===== src/rtl/pwm_pkg.sv =====
// Shared constants and types for the PWM generator / capture pair.
package pwm_pkg;

    localparam int CNT_W_DEFAULT = 16;
    localparam int PRESCALE_MAX  = 15;
    // The prescaler counter must hold 2^PRESCALE_MAX - 1.
    localparam int PRESC_W       = PRESCALE_MAX;

    typedef enum logic [1:0] {
        ST_IDLE      = 2'd0,
        ST_WAIT_RISE = 2'd1,
        ST_MEAS_HIGH = 2'd2,
        ST_MEAS_LOW  = 2'd3
    } cap_state_e;

    function automatic logic [3:0] clamp_prescale(input logic [7:0] prescale);
        if (prescale > 8'(PRESCALE_MAX)) begin
            return 4'(PRESCALE_MAX);
        end
        return prescale[3:0];
    endfunction

endpackage


===== src/rtl/pwm_in_sync.sv =====
// Brings the asynchronous PWM pin into the clk domain and produces
// single-cycle rise/fall pulses on the (optionally inverted) level.
module pwm_in_sync (
    input  logic clk,
    input  logic rst,
    input  logic polarity_i,
    input  logic pwm_i,
    output logic rise_o,
    output logic fall_o
);

    // [0] metastable stage, [1] synchronized level, [2] previous level.
    logic [2:0] sync_q;
    logic [2:0] sync_d;
    logic       level_cur;
    logic       level_prev;

    assign sync_d = {sync_q[1:0], pwm_i};

    // NOTE: registered state is always updated with non-blocking assignments.
    always_ff @(posedge clk) begin
        if (rst) begin
            sync_q <= '0;
        end else begin
            sync_q <= sync_d;
        end
    end

    assign level_cur  = sync_q[1] ^ polarity_i;
    assign level_prev = sync_q[2] ^ polarity_i;

    assign rise_o = level_cur & ~level_prev;
    assign fall_o = ~level_cur & level_prev;

endmodule


===== src/rtl/pwm_capture.sv =====
// PWM input capture: measures period and high time of an external waveform
// on a prescaled timebase and reports each complete period with a strobe.
module pwm_capture
    import pwm_pkg::*;
#(
    parameter int CNT_W = CNT_W_DEFAULT
) (
    input  logic             clk,
    input  logic             rst,
    input  logic             en,
    input  logic             clear,
    input  logic [7:0]       prescale,
    input  logic             polarity,
    input  logic             pwm_in,
    output logic [CNT_W-1:0] period_val,
    output logic [CNT_W-1:0] duty_val,
    output logic             valid,
    output logic             overflow,
    output logic             busy
);

    localparam logic [CNT_W-1:0] CNT_MAX = '1;

    logic               rise;
    logic               fall;

    cap_state_e         state_q,  state_d;
    logic [PRESC_W-1:0] presc_q,  presc_d;
    logic [CNT_W-1:0]   cnt_q,    cnt_d;
    logic [CNT_W-1:0]   high_q,   high_d;
    logic [CNT_W-1:0]   period_q, period_d;
    logic [CNT_W-1:0]   duty_q,   duty_d;
    logic               valid_q,  valid_d;
    logic               ovf_q,    ovf_d;
    logic               busy_q,   busy_d;

    logic [3:0]         p_eff;
    logic [PRESC_W-1:0] presc_mask;
    logic               tick;
    logic               cnt_sat;
    logic [CNT_W-1:0]   sample;

    pwm_in_sync u_sync (
        .clk        (clk),
        .rst        (rst),
        .polarity_i (polarity),
        .pwm_i      (pwm_in),
        .rise_o     (rise),
        .fall_o     (fall)
    );

    // Masked compare lets a shrunken prescale recover at the next alignment.
    always_comb begin
        p_eff      = clamp_prescale(prescale);
        presc_mask = ~({PRESC_W{1'b1}} << p_eff);
        tick       = ((presc_q & presc_mask) == presc_mask);
        cnt_sat    = (cnt_q == CNT_MAX);
        sample     = cnt_sat ? CNT_MAX : cnt_q + CNT_W'(tick);
    end

    // NOTE: every signal written here gets a default first, so no latch is inferred.
    always_comb begin
        state_d  = state_q;
        presc_d  = tick ? '0 : presc_q + PRESC_W'(1);
        cnt_d    = (tick && !cnt_sat) ? cnt_q + CNT_W'(1) : cnt_q;
        high_d   = high_q;
        period_d = period_q;
        duty_d   = duty_q;
        valid_d  = 1'b0;
        ovf_d    = ovf_q;

        if (!en) begin
            state_d = ST_IDLE;
            presc_d = '0;
            cnt_d   = '0;
        end else if (clear) begin
            state_d  = ST_WAIT_RISE;
            presc_d  = '0;
            cnt_d    = '0;
            period_d = '0;
            duty_d   = '0;
            ovf_d    = 1'b0;
        end else begin
            case (state_q)
                ST_IDLE: begin
                    state_d = ST_WAIT_RISE;
                end
                ST_WAIT_RISE: begin
                    if (rise) begin
                        state_d = ST_MEAS_HIGH;
                        cnt_d   = '0;
                        presc_d = '0;
                    end
                end
                ST_MEAS_HIGH: begin
                    if (cnt_sat) begin
                        ovf_d   = 1'b1;
                        state_d = ST_WAIT_RISE;
                    end else if (fall) begin
                        high_d  = sample;
                        state_d = ST_MEAS_LOW;
                    end
                end
                ST_MEAS_LOW: begin
                    if (cnt_sat) begin
                        ovf_d   = 1'b1;
                        state_d = ST_WAIT_RISE;
                    end else if (rise) begin
                        period_d = sample;
                        duty_d   = high_q;
                        valid_d  = 1'b1;
                        cnt_d    = '0;
                        presc_d  = '0;
                        state_d  = ST_MEAS_HIGH;
                    end
                end
                default: begin
                    state_d = ST_IDLE;
                end
            endcase
        end

        busy_d = (state_d == ST_MEAS_HIGH) || (state_d == ST_MEAS_LOW);
    end

    always_ff @(posedge clk) begin
        if (rst) begin
            state_q  <= ST_IDLE;
            presc_q  <= '0;
            cnt_q    <= '0;
            high_q   <= '0;
            period_q <= '0;
            duty_q   <= '0;
            valid_q  <= 1'b0;
            ovf_q    <= 1'b0;
            busy_q   <= 1'b0;
        end else begin
            state_q  <= state_d;
            presc_q  <= presc_d;
            cnt_q    <= cnt_d;
            high_q   <= high_d;
            period_q <= period_d;
            duty_q   <= duty_d;
            valid_q  <= valid_d;
            ovf_q    <= ovf_d;
            busy_q   <= busy_d;
        end
    end

    assign period_val = period_q;
    assign duty_val   = duty_q;
    assign valid      = valid_q;
    assign overflow   = ovf_q;
    assign busy       = busy_q;

endmodule


===== config.mk =====
export PLATFORM = sky130hd
export DESIGN_NAME = pwm_capture
export DESIGN_NICKNAME = d
export VERILOG_FILES = /design/src/rtl/pwm_pkg.sv /design/src/rtl/pwm_in_sync.sv /design/src/rtl/pwm_capture.sv
export SDC_FILE = /design/constraint.sdc
export NUM_CORES = 1
export LEC_CHECK = 0
export CAP_MARGIN = 20
export CORE_MARGIN = 2
export CORE_UTILIZATION = 30
export DETAILED_ROUTE_END_ITERATION = 16
export HOLD_SLACK_MARGIN = 0.12
export PLACE_DENSITY_LB_ADDON = 0.15
export REMOVE_ABC_BUFFERS = 1
export SYNTH_ARGS = -nofsm -noshare
export SYNTH_HDL_FRONTEND = slang
export SYNTH_SLANG_ARGS = --single-unit
export TNS_END_PERCENT = 20

===== constraint.sdc =====
create_clock -name clk -period 8.3 [get_ports clk]
set_clock_uncertainty 0.05 [all_clocks]
set_input_delay 1.66 -clock clk [delete_from_list [all_inputs] [get_ports clk]]
set_output_delay 1.66 -clock clk [all_outputs]
set_load 0.03 [all_outputs]

run_1/pdn.png
Bar = 20 microns. Pins as bars on the die edge. Tap cells in gray.
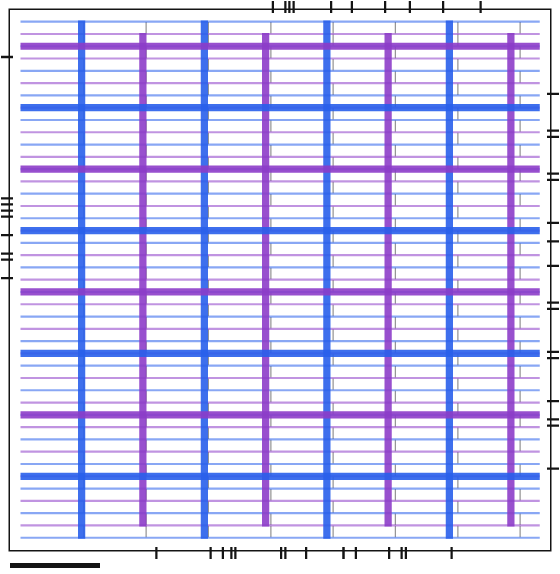
Key: purple = VDD; blue = VSS
8 straps on met5. 43 met1 rails follow the rows.

run_1/cell_classes.png
Bar = 20 microns.
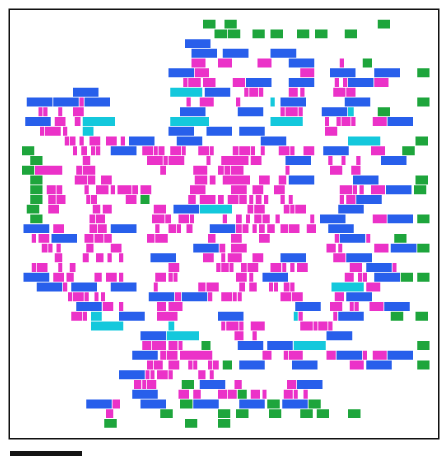
Key: magenta = all other logic [cells 318, share of their area 46%]; green = other buffers and delay cells [cells 53, share of their area 11%]; cyan = clock drivers and dummy loads [cells 16, share of their area 6.2%]; blue = flops [cells 87, share of their area 37%]

==> results.txt, run 1 <==
Entry: Yosys synthesis followed by OpenROAD place and route.

Status:
- The run finished with clean final reports.

Synthesis:
- The run gives the xor and xnor area share after synthesis as 8.09%.
- The run gives the number of cell instances after yosys synthesis as 435.
- In the post-synthesis netlist, the biggest area contributors are dfxtp_1 43%, nor2_1 7.2%, xnor2_1 5.2%.
- Summing the areas of all compound-gate instances in the mapped netlist gives 17.8% of the synthesized area.
- After synthesis, the largest family of logic cells by area is simple AND/OR/NAND/NOR gates.
- The number of different library cells used by synthesis comes to 62.
- The top cell type by area accounts for 43.5% of the synthesized area.
- The run gives the chip area estimate from yosys synthesis as 0.00401 sq mm.
- Counting flops with an async set or reset pin after synthesis yields a share of 0%.
- The synthesized design spends more area on one cell type than any other, namely dfxtp_1.
- The run puts the simple-gate share of the synthesized area at 23.0%.
- Yosys reported a register bit count of 87.
- The run puts the total of warnings raised by yosys at 0.
- In this run, synthesis inferred 0 flip-flops with an integrated enable.
- The run gives the dominant register cell in the synthesized netlist as dfxtp_1.
- The run puts the post-synthesis cell area at 0.00401 sq mm.

Layout:
- The run gives the clock tree cell share of total cell area as 5.92%.
- The run gives the combined area of the multi-input logic cells as 0.00208 sq mm.
- For this run, combinational gates with multiple inputs come to 303.
- The run puts the layout buffer count excluding clock buffers at 53.
- The run puts the inverter count at 15.
- The run gives the net count reported at finish as 487.
- The run puts the final standard cell count with taps included and fillers excluded at 650.
- Leaving out fill and tap cells, the most frequent cell in the layout is dfxtp_1.
- Once layout is complete, the utilization of the core stands at 37.3%.
- Multi-input gates account for 42.3% of the area.
- The run gives the clock tree buffer count of the final layout as 11.
- The run gives the cell area after layout as 0.00490 sq mm.
- The run puts the count of flip-flops and latches at 87.
- The run puts the fraction of standard cell area that is sequential at 35.5%.
- The run gives the signed area change from the synthesized netlist to the final layout as 22.4%.
- The run puts the final-layout fill cell count at 1366.
- The run gives the antenna diode instance count as 0.
- The library cells used most frequently in the layout, excluding fill and tap cells, are 87 x dfxtp_1, 77 x nor2_1, 48 x clkdlybuf4s50_1, 24 x nand2_1, 24 x xnor2_1.
- Per the final layout report, the fraction of cells sized above drive strength 1 comes to 8.02%.
- The run gives the total area of sequential cells as 0.00174 sq mm.

Floorplan:
- The flow inserted 176 tap cells.
- The run puts the boundary pin count at 49.
- The share of the core area taken by cells at floorplan is 30.5%.
- In this run the vertical extent of the chip is 120 microns.
- The overall die size recorded for this design is 0.0143 sq mm.
- The run puts the horizontal die dimension at 120 microns.

Critical path:
- The startpoint identified for the worst register-to-register timing path is presc_q[1].
- For reference, the critical path cell chain is clkdlybuf4s50_1 -> nor4_4 -> o21ai_1 -> o22ai_1 -> a21boi_1 -> buf_4 -> nor3_1 -> ha_1 -> ha_1 -> nand3_1 -> or3_1 -> nor3_1 -> xnor2_1 -> o32a_1 -> nor2_1.
- The run gives the type of the worst setup path as in -> reg.
- The run gives the cell depth of the worst setup path as 15.
- The run gives the delay of the slowest cell on the worst path as 440 ps.
- The run puts the arrival time reported for the critical path endpoint at 5030 ps.
- The run gives the number of buffer and inverter instances along the worst setup path as 2.
- The cell family contributing the most delay on the critical path is simple AND/OR/NAND/NOR gates.
- Measured in cells, the most critical reg-to-reg path has a length of 13.
- The OpenROAD report gives the critical path a required time of 8530 ps.
- The run gives the reg-to-reg endpoint as period_val[14].
- STA classifies the critical path startpoint as an input port.
- The capture point of the critical path was reported as period_val[14].
- The critical path starts at prescale[6].
- In this run the worst path has a maximum fanout of 12.

Routing:
- The run gives the count of routing violations after the opening detailed-route iteration as 157.
- The detail route stage leaves a number of antenna-violating nets equal to 0.
- The run gives the first-pass iteration count of the detailed router as 4.
- The run puts the average detailed-routed wire length per instance at 13.6 microns.
- Across all layers, the routed design uses 3154 vias.

STA:
- The run puts the number of max-slew violations in the final report at 0.
- Headroom to the max-slew limit came out at 31.6%.
- The run puts the fraction of the cycle the final worst path needs at 57.8%.
- The run puts the time the worst path needs with I/O delays and setup at 4800 ps.
- Looking at the max-slew report, the worst-margin pin has a slew of 1020 ps.
- The run puts the count of final hold-check violations at 0.
- The run puts the sum of negative setup slack at 0 ps.
- The run puts the final hold slack at 395 ps.
- The run puts the highest clock rate at 0.208 GHz.
- Setup repair after global routing left no endpoint under its margin.

Clock tree:
- TritonCTS built the clock tree.
- The run puts the number of buffers added by the clock tree synthesis step at 9.
- In this run the number of H-tree levels came out at 3.
- After clock tree synthesis, the flow added hold-fix buffers numbering 0.
- The run puts the CTS clock-pin slew for the worst setup and hold paths at 60 ps.
- The run puts the total setup buffers inserted after CTS at 0.
- The run puts the count of instances resized after the clock tree is built at 0.
- The run gives the maximum number of buffers from clock root to sink as 2.
- The run puts the clock latency of the later-clocked register in the worst-skew pair at 340 ps.

Placed design:
- Note, the detailed placer reported a final HPWL of 6.36 mm.
- The run gives the post-detailed-placement cell area as 0.00461 sq mm.
- After detailed placement, the design holds a cell count of 634.
- The run gives the worst setup timing slack at the placement stage as 3100 ps.
- The run gives the number of port buffers as 48.

Pwr:
- The flow reports power dissipated in sequential cells as 428 uW.
- The run puts the total clock network power at 399 uW.
- The flow reports that combinational logic draws 6.5% of the design power.
- The power report lists cell-internal power as 684 uW.
- The run puts the sequential share of power at 48.4%.
- The run puts the combinational gate power at 57.8 uW.
- The run puts the total net switching power at 201 uW.
- The run puts the part of the total power dissipated in the clock network at 45.1%.
- The analysis attributes to cell leakage a power of 1.54 nW.
- The run gives the main power-consuming group as registers.
- The run gives the switching portion of total power as 22.8%.

GRT:
- The run puts the maximum number of pins on one net before global-route repair at 35.
- The run puts the global-route wire length before repair at 15.0 mm.
- The run puts the initial antenna violation count at 0.
- The run puts the number of global-route vias before repair at 3039.
- The run puts the final global-route overflow total at 0.
- The run puts the total routing usage reported by global routing at 13.1%.

Job:
- Max-cap violations in this run came to 0.
- The number of warnings reported in the stage logs is 25.

Worst hold path:
- The most critical min-delay path falls under reg -> reg.
- Per the hold report, the tightest min-delay path originates at u_sync.sync_q[0].
- In the hold report, the worst path ends at u_sync.sync_q[1].
- The number of cells on the worst hold path is listed as 1.
run_1/clock_map.png
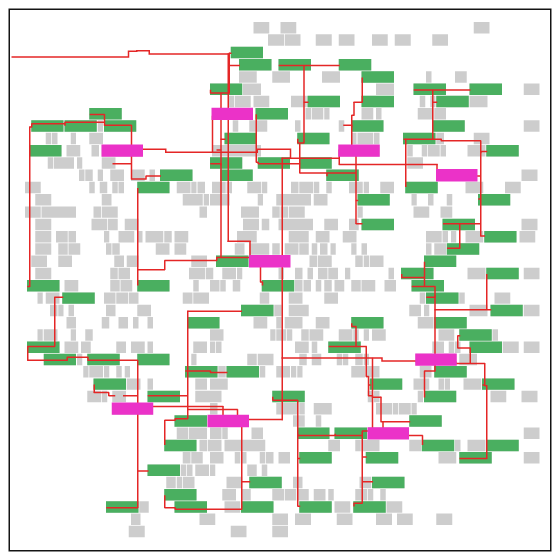
Key: magenta = cells driving clock nets [count 9]; green = flip-flops [count 87]; red = clock wires [length 1220 microns]
Position of the flops: spread over the die.

## run 1: cell usage after synthesis, drive strengths merged (5+ instances only)
library cell / instances
o221a: 18
nand4: 6
a21boi: 5
a211oi: 17
dfxtp: 87
clkbuf: 17
a21oi: 9
nand2: 24
xor2: 13
nand2b: 7
buf: 13
nor4: 5
inv: 15
nor3: 11
xnor2: 24
nor2: 78
o32a: 11
nor2b: 5
nand3: 17
## run 1: layer usage
layer  GRT usage (%)  share of wire, %  vias to the layer above
li1                -                 -                     1609
met1            16.0                47                     1485
met2            22.1                48                       52
met3            4.52               3.6                        8
met4            3.53               1.2                        0
met5               0                 0                        -
==> run 1 -> run 2 <==
==> constraint.sdc (replaced) <==
create_clock -name clk -period 4.7 [get_ports clk]
set_clock_uncertainty 0.05 [all_clocks]
set_input_delay 0.94 -clock clk [delete_from_list [all_inputs] [get_ports clk]]
set_output_delay 0.94 -clock clk [all_outputs]
set_load 0.03 [all_outputs]
run_2/metal_stack.png
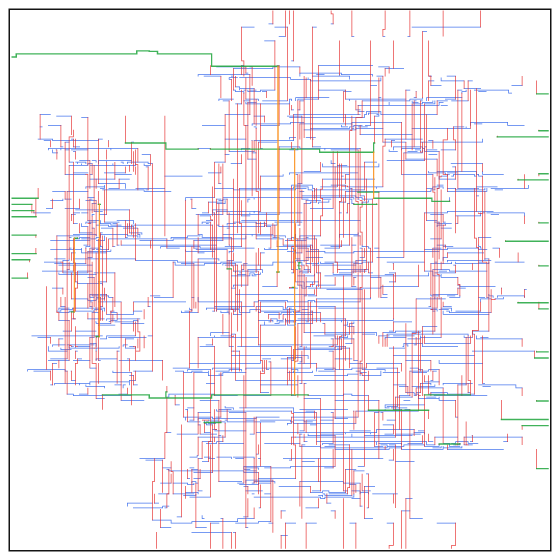
Key: green = met3 [wire length 345 microns]; red = met2 [wire length 4320 microns]; orange = met4 [wire length 156 microns]; blue = met1 [wire length 4430 microns]

==> run 2 against run 1 <==
Routed wire length grew 4.8%. Sequential power grew 77%. Worst hold slack gained 9.8 ps. Register-to-register slack lost 3700 ps. Total power grew 82%. Sequential share of layout area shrank 0.24 points. Non-clock buffer count grew 1. Combinational power grew about 80%. Cell count grew 0.15%. Highest routed layer unchanged.
==> results.txt, run 2 <==
Entry: Yosys synthesis followed by OpenROAD place and route.

Clock tree:
- The maximum number of buffers from clock root to sink is 2 (unchanged).
- The run gives the clock latency of the later-clocked register in the worst-skew pair as 350 ps (was 340 ps).
- The count of instances resized after the clock tree is built was 0 (unchanged).
- The run gives the number of H-tree levels as 3 (unchanged).
- The total setup buffers inserted after CTS came to 0 (unchanged).

Synthesis:
- The main logic family after synthesis is simple AND/OR/NAND/NOR gates (unchanged).
- The dominant register cell in the synthesized netlist is dfxtp_1 (unchanged).
- The run puts the number of unique standard cell types used by synthesis at 62 (unchanged).
- The run gives the post-synthesis cell area as 0.00401 sq mm (unchanged).
- The area fraction of the dominant cell type after synthesis is 43.5% (unchanged).
- Most area-consuming cells after synthesis: dfxtp_1 43%, nor2_1 7.2%, xnor2_1 5.2% (unchanged).
- Synth cell count leaders: 87 x dfxtp_1, 77 x nor2_1, 24 x nand2_1, 24 x xnor2_1, 18 x o221a_1 (unchanged).
- The top cell type by instance count after synthesis is dfxtp_1 (unchanged).
- The run puts the compound-cell area share of the yosys netlist at 17.8% (unchanged).
- The run gives the number of enable-type register cells in the synthesized netlist as 0 (unchanged).
- The run puts the total of warnings raised by yosys at 0 (unchanged).
- The synthesized flop and latch total was 87 (unchanged).
- The run gives the simple-gate share of the synthesized area as 23.0% (unchanged).

Floorplan:
- The run puts the die height at 120 microns (unchanged).
- The well-tap cell count is 176 (unchanged).
- The run puts the horizontal die dimension at 120 microns (unchanged).
- The run puts the die footprint at 0.0143 sq mm (unchanged).

Pwr:
- The switching portion of total power is 22.9% (was 22.8%).
- The total net switching power came to 367 uW (was 201 uW).
- The run puts the part of the total power dissipated in the clock network at 46.5% (was 45.1%).
- The total clock network power came to 747 uW (was 399 uW).
- The combinational power share came to 6.5% (about the same).
- The run gives the sequential share of power as 47.0% (was 48.4%).
- The run gives the sequential-cell power consumption as 756 uW (was 428 uW).
- The run puts the internal power at 1.24 mW (was 684 uW).

Critical path:
- The run gives the type of the worst setup path as in -> reg (unchanged).
- The arrival time reported for the critical path endpoint is 4410 ps (was 5030 ps).
- The count of cells along the worst register-to-register path came to 13 (unchanged).
- The largest delay contributor family on the critical path was simple AND/OR/NAND/NOR gates (unchanged).
- The number of buffer and inverter instances along the worst setup path was 1 (was 2).
- Worst path cell trace: clkdlybuf4s50_1 -> nor4_4 -> nand2b_1 -> a2bb2oi_1 -> a211o_1 -> nor3_1 -> ha_1 -> ha_1 -> nand3_1 -> or3_1 -> nor3_1 -> xnor2_1 -> o32a_1 -> nor2_1 (was clkdlybuf4s50_1 -> nor4_4 -> o21ai_1 -> o22ai_1 -> a21boi_1 -> buf_4 -> nor3_1 -> ha_1 -> ha_1 -> nand3_1 -> or3_1 -> nor3_1 -> xnor2_1 -> o32a_1 -> nor2_1).
- The run puts the required arrival time at the worst endpoint at 4940 ps (was 8530 ps).
- The run gives the delay of the slowest cell on the worst path as 440 ps (about the same).

Layout:
- The dominant logic cell type in the layout is dfxtp_1 (unchanged).
- The total number of multi-input combinational cells was 303 (unchanged).
- Most frequent cells in the layout: 87 x dfxtp_1, 77 x nor2_1, 48 x clkdlybuf4s50_1, 24 x nand2_1, 24 x xnor2_1 (unchanged).
- The run puts the inverter count at 15 (unchanged).
- The clock tree buffer count of the final layout was 11 (unchanged).
- The layout cell share with drive strength beyond 1 was 8.63% (was 8.02%).
- The run puts the total area of sequential cells at 0.00174 sq mm (unchanged).
- The run gives the layout buffer count excluding clock buffers as 54 (was 53).
- The run puts the combined area of the multi-input logic cells at 0.00208 sq mm (unchanged).

STA:
- The sum of negative setup slack came to 0 ps (unchanged).
- The run gives the highest clock rate as 0.240 GHz.
- RSZ-0062 raised after global routing: false (unchanged).
- After layout, the minimum clock period comes to 4170 ps.
- The run gives the worst slew margin relative to its limit as 48.5% (was 31.6%).
- The run gives the number of max-slew violations in the final report as 0 (unchanged).

GRT:
- The run gives the maximum number of pins on one net before global-route repair as 34 (was 35).
- The busiest metal layer after global routing is met2 (unchanged).
- The run gives the final global-route overflow total as 0 (unchanged).
- The run gives the global routing met1 resource utilization as 17.3% (was 16.0%).
- The run gives the global-route wire length before repair as 15.8 mm (was 15.0 mm).
- The initial antenna violation count was 0 (unchanged).

Worst hold path:
- The worst hold path depth is 1 (unchanged).
- The path type of the worst min-delay path is reg -> reg (unchanged).

Status:
- Status: complete, no violations (unchanged).

Routing:
- The run puts the count of routing violations after the opening detailed-route iteration at 168 (was 157).
- The run gives the met3 wirelength from detailed routing as 344 microns (was 315 microns).
- The run puts the detailed-routing wirelength on met1 at 4.43 mm (was 4.19 mm).
- The highest metal layer with signal wires is met4 (unchanged).
- The run puts the first-pass iteration count of the detailed router at 4 (unchanged).
- The number of routed nets with antenna violations came to 0 (unchanged).
- The met2 wirelength from detailed routing was 4.32 mm (was 4.22 mm).

Job:
- The run puts the number of logged tool warnings at 25 (unchanged).

Placed design:
- The run gives the number of port buffers as 48 (unchanged).
- The run gives the total half-perimeter wirelength after legalization and detailed placement as 6.57 mm (was 6.36 mm).
run_2/final_congestion.png
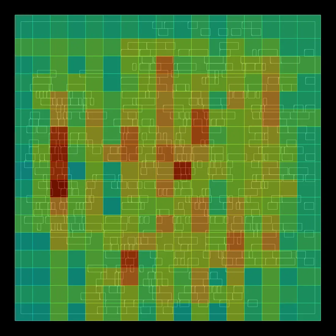
utilization after layout: 37.6%
Avg WL per Cell: 14.2 microns
met2 demand-to-capacity share in global routing: 22.8%
total routing resource utilization after global routing: 13.9%
GR met3 Demand/Resource: 4.47%

run 2: metrics by stage:
step	hold WS [ps]	instances	instance area [sq um]	worst slack, ps	total power, mW
floorplan	364	405	3860	532	0.823
global placement	379	635	4620	304	0.877
detailed placement	399	635	4620	225	0.878
CTS	410	651	4940	593	1.64
global route	415	651	4940	324	1.68
finish	405	651	4940	532	1.61
run 2: worst paths after layout:
kind	from	end	slack, ps
worst min register to register	u_sync.sync_q[0]	u_sync.sync_q[1]	410
worst min-delay path	u_sync.sync_q[0]	u_sync.sync_q[1]	410
worst max-delay path	prescale[6]	period_val[14]	530
worst max register to register	presc_q[1]	period_val[14]	1340
==> run 2 -> run 3 <==
==> constraint.sdc (replaced) <==
create_clock -name clk -period 5.2 [get_ports clk]
set_clock_uncertainty 0.05 [all_clocks]
set_input_delay 1.04 -clock clk [delete_from_list [all_inputs] [get_ports clk]]
set_output_delay 1.04 -clock clk [all_outputs]
set_load 0.03 [all_outputs]
run_3/cell_classes.png
Bar = 20 microns.
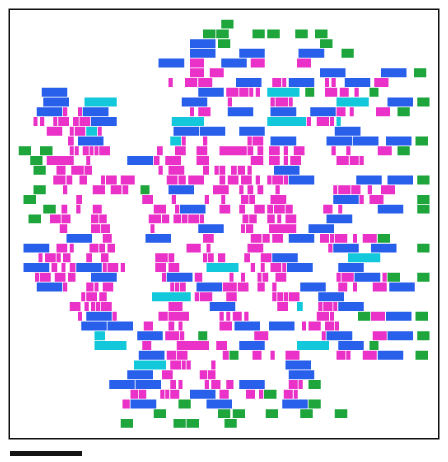
Key: magenta = all other logic [cells 318, share of their area 45%]; blue = flops [cells 87, share of their area 37%]; cyan = clock drivers and dummy loads [cells 16, share of their area 6.8%]; green = other buffers and delay cells [cells 54, share of their area 11%]
fraction of area in registers: 35.3%
final design area excluding fillers: 0.00494 sq mm
utilization after layout: 37.6%

==> run 3 against run 2 <==
Cell count is the same. Worst hold slack lost 6.8 ps. Critical endpoint unchanged. Synthesized cell count is the same. Clock power shrank 6.2%. Total power shrank 8.0%. Routed wire length shrank 2.7%. Critical path depth is the same. Via count shrank 1.4%. Non-clock buffer count is the same. Area after synthesis is the same.
==> results.txt, run 3 <==
Entry: Yosys synthesis followed by OpenROAD place and route.

Status:
- Status: complete, no violations (unchanged).

Job:
- The run puts the count of max-cap constraint violations at 0 (unchanged).
- The number of logged tool warnings is 25 (unchanged).

Clock tree:
- The count of instances resized after the clock tree is built was 0 (unchanged).
- The post-cts hold-fix buffer tally is 0 (unchanged).
- The run puts the clock latency of the later-clocked register in the worst-skew pair at 350 ps (about the same).
- The run puts the number of H-tree levels at 3 (unchanged).
- The maximum number of buffers from clock root to sink came to 2 (unchanged).
- The CTS clock-pin slew for the worst setup and hold paths came to 60 ps (was 70 ps).
- The CTS tree was yes (unchanged).
- The run gives the cell chosen for the clock root as clkbuf_16 (unchanged).
- The total setup buffers inserted after CTS came to 0 (unchanged).
- The run puts the number of buffers added by the clock tree synthesis step at 9 (unchanged).

Synthesis:
- The run gives the total of warnings raised by yosys as 0 (unchanged).
- The run gives the synthesized flop and latch total as 87 (unchanged).
- Synth cell count leaders: 87 x dfxtp_1, 77 x nor2_1, 24 x nand2_1, 24 x xnor2_1, 18 x o221a_1 (unchanged).
- The run gives the number of cell instances after yosys synthesis as 435 (unchanged).
- The run puts the chip area estimate from yosys synthesis at 0.00401 sq mm (unchanged).
- The run puts the async set or reset register ratio after synthesis at 0% (unchanged).
- The run gives the number of unique standard cell types used by synthesis as 62 (unchanged).
- Most area-consuming cells after synthesis: dfxtp_1 43%, nor2_1 7.2%, xnor2_1 5.2% (unchanged).
- The run puts the number of enable-type register cells in the synthesized netlist at 0 (unchanged).
- The run gives the top cell type by instance count after synthesis as dfxtp_1 (unchanged).
- The run puts the area fraction of the dominant cell type after synthesis at 43.5% (unchanged).
- The post-synthesis cell area was 0.00401 sq mm (unchanged).
- The dominant register cell in the synthesized netlist is dfxtp_1 (unchanged).
- The cell type with the largest total area is dfxtp_1 (unchanged).

Placed design:
- The number of placed instances, taps included is 635 (unchanged).
- The run gives the post-detailed-placement cell area as 0.00462 sq mm (unchanged).
- The run gives the worst setup timing slack at the placement stage as 629 ps (was 225 ps).
- The run gives the total half-perimeter wirelength after legalization and detailed placement as 6.45 mm (was 6.57 mm).
- The run gives the number of port buffers as 48 (unchanged).

Routing:
- The run puts the met3 wirelength from detailed routing at 330 microns (was 344 microns).
- The highest metal layer with signal wires was met4 (unchanged).
- The first-pass iteration count of the detailed router came to 4 (unchanged).
- The run gives the average detailed-routed wire length per instance as 13.8 microns (was 14.2 microns).
- The met2 wirelength from detailed routing is 4.25 mm (was 4.32 mm).
- The run puts the detailed-routing wirelength on met1 at 4.27 mm (was 4.43 mm).
- The run puts the count of routing violations after the opening detailed-route iteration at 132 (was 168).
- The number of routed nets with antenna violations is 0 (unchanged).

Layout:
- The run puts the clock tree cell share of total cell area at 6.48% (was 6.41%).
- The run gives the layout buffer count excluding clock buffers as 54 (unchanged).
- The clock tree buffer count of the final layout came to 10 (was 11).
- The dominant logic cell type in the layout is dfxtp_1 (unchanged).
- The run gives the total number of multi-input combinational cells as 303 (unchanged).
- The antenna diode instance count came to 0 (unchanged).
- The run puts the total area of sequential cells at 0.00174 sq mm (unchanged).
- The run puts the fraction of area in multi-input gates at 42.0% (was 42.1%).
- The final-layout fill cell count was 1370 (was 1321).
- The run puts the count of flip-flops and latches at 87 (unchanged).
- The run gives the combined area of the multi-input logic cells as 0.00208 sq mm (unchanged).
- The signed area change from the synthesized netlist to the final layout was 23.3% (was 23.2%).
- The final standard cell count with taps included and fillers excluded was 651 (unchanged).
- The layout cell share with drive strength beyond 1 was 8.42% (was 8.63%).
- The run gives the net count reported at finish as 488 (unchanged).
- The inverter count came to 15 (unchanged).
- Most frequent cells in the layout: 87 x dfxtp_1, 77 x nor2_1, 48 x clkdlybuf4s50_1, 24 x nand2_1, 24 x xnor2_1 (unchanged).

Worst hold path:
- The path type of the worst min-delay path is reg -> reg (unchanged).
- The run puts the worst hold path depth at 1 (unchanged).

Pwr:
- The run puts the part of the total power dissipated in the clock network at 47.4% (was 46.5%).
- The run puts the combinational power share at 6.3% (was 6.5%).
- The run puts the sequential-cell power consumption at 683 uW (was 756 uW).
- The run gives the total net switching power as 334 uW (was 367 uW).
- The run gives the combinational gate power as 93.6 uW (was 104 uW).
- The main power-consuming group was clock (was registers).
- The run gives the total clock network power as 701 uW (was 747 uW).
- The internal power came to 1.14 mW (was 1.24 mW).
- The switching portion of total power is 22.6% (was 22.9%).
- The run gives the total chip power as 1.48 mW (was 1.61 mW).
- The leakage power came to 1.56 nW (was 1.55 nW).

STA:
- The number of max-slew violations in the final report is 0 (unchanged).
- The run puts the highest clock rate at 0.236 GHz.
- RSZ-0062 raised after global routing: false (unchanged).
- The run gives the sum of negative setup slack as 0 ps (unchanged).
- The run puts the final hold slack at 398 ps (was 405 ps).
- The run gives the slew at the pin closest to its max-slew limit as 1030 ps (was 770 ps).
- The slack of the critical path came to 965 ps (was 532 ps).
- The worst path uses 81.5% of the clock period.
- For the finished layout, the period the worst path requires is 4240 ps.
- The run gives the worst slew margin relative to its limit as 31.4% (was 48.5%).

GRT:
- The final global-route overflow total is 0 (unchanged).
- The run puts the maximum number of pins on one net before global-route repair at 34 (unchanged).
- The run puts the met2 track utilization from global routing at 22.3% (was 22.8%).
- The run gives the number of global-route vias before repair as 3126 (was 3132).
- The run gives the initial antenna violation count as 0 (unchanged).
- The global routing met1 resource utilization was 16.4% (was 17.3%).
- The global-route wire length before repair is 15.4 mm (was 15.8 mm).
- The busiest metal layer after global routing is met2 (unchanged).
- The run puts the met3 track demand over resource at 4.42% (was 4.47%).

Floorplan:
- The core utilization before placement came to 30.5% (unchanged).
- The die height is 120 microns (unchanged).
- The horizontal die dimension is 120 microns (unchanged).
- The run puts the die footprint at 0.0143 sq mm (unchanged).
- The boundary pin count was 49 (unchanged).
- The run gives the well-tap cell count as 176 (unchanged).

Critical path:
- The run gives the largest delay contributor family on the critical path as simple AND/OR/NAND/NOR gates (unchanged).
- The run gives the required arrival time at the worst endpoint as 5430 ps (was 4940 ps).
- The run puts the delay of the slowest cell on the worst path at 440 ps (about the same).
- The number of buffer and inverter instances along the worst setup path is 1 (unchanged).
- Worst path cell trace: clkdlybuf4s50_1 -> nor4_4 -> nand2b_1 -> a2bb2oi_1 -> a211o_1 -> nor3_1 -> ha_1 -> ha_1 -> nand3_1 -> or3_1 -> nor3_1 -> xnor2_1 -> o32a_1 -> nor2_1 (unchanged).
- The kind of start point of the critical path is an input port (unchanged).
- The run puts the count of cells along the worst register-to-register path at 13 (unchanged).
- The arrival time reported for the critical path endpoint was 4470 ps (was 4410 ps).
- The run gives the type of the worst setup path as in -> reg (unchanged).
- The cell depth of the worst setup path is 14 (unchanged).
run_3/metal_stack.png
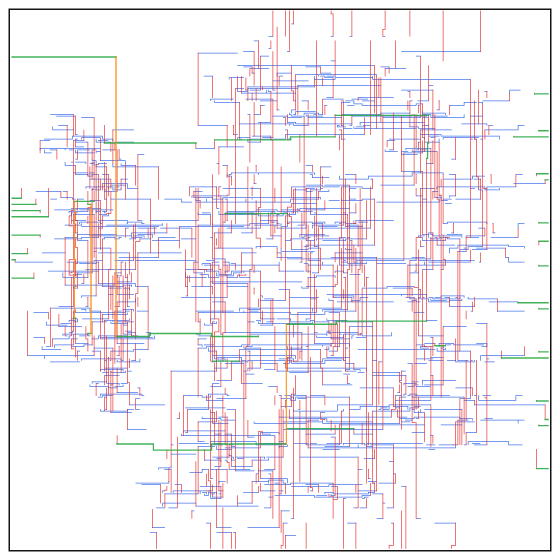
Key: green = met3 [wire length 331 microns]; orange = met4 [wire length 143 microns]; red = met2 [wire length 4250 microns]; blue = met1 [wire length 4270 microns]
total number of vias: 3135
total routing resource utilization after global routing: 13.6%

## run 3: path summary, 6_finish.rpt
kind                     from                to  slack (ps)
min reg2reg  u_sync.sync_q[0]  u_sync.sync_q[1]         400
min          u_sync.sync_q[0]  u_sync.sync_q[1]         400
max               prescale[6]    period_val[14]         960
max reg2reg        presc_q[1]    period_val[14]        1880
## run 3: logic make-up after synthesis
kind of cell	after synthesis	synth area share [%]
adder cells (fa/ha/maj)	5	1.50
XOR/XNOR	37	8.09
AND-OR/OR-AND	82	17.8
AND/OR/NAND/NOR	175	23.0
buffers and inverters	45	5.06
flip-flops	87	43.5
multiplexers	4	1.00
Power and IR drop assume default switching activity.
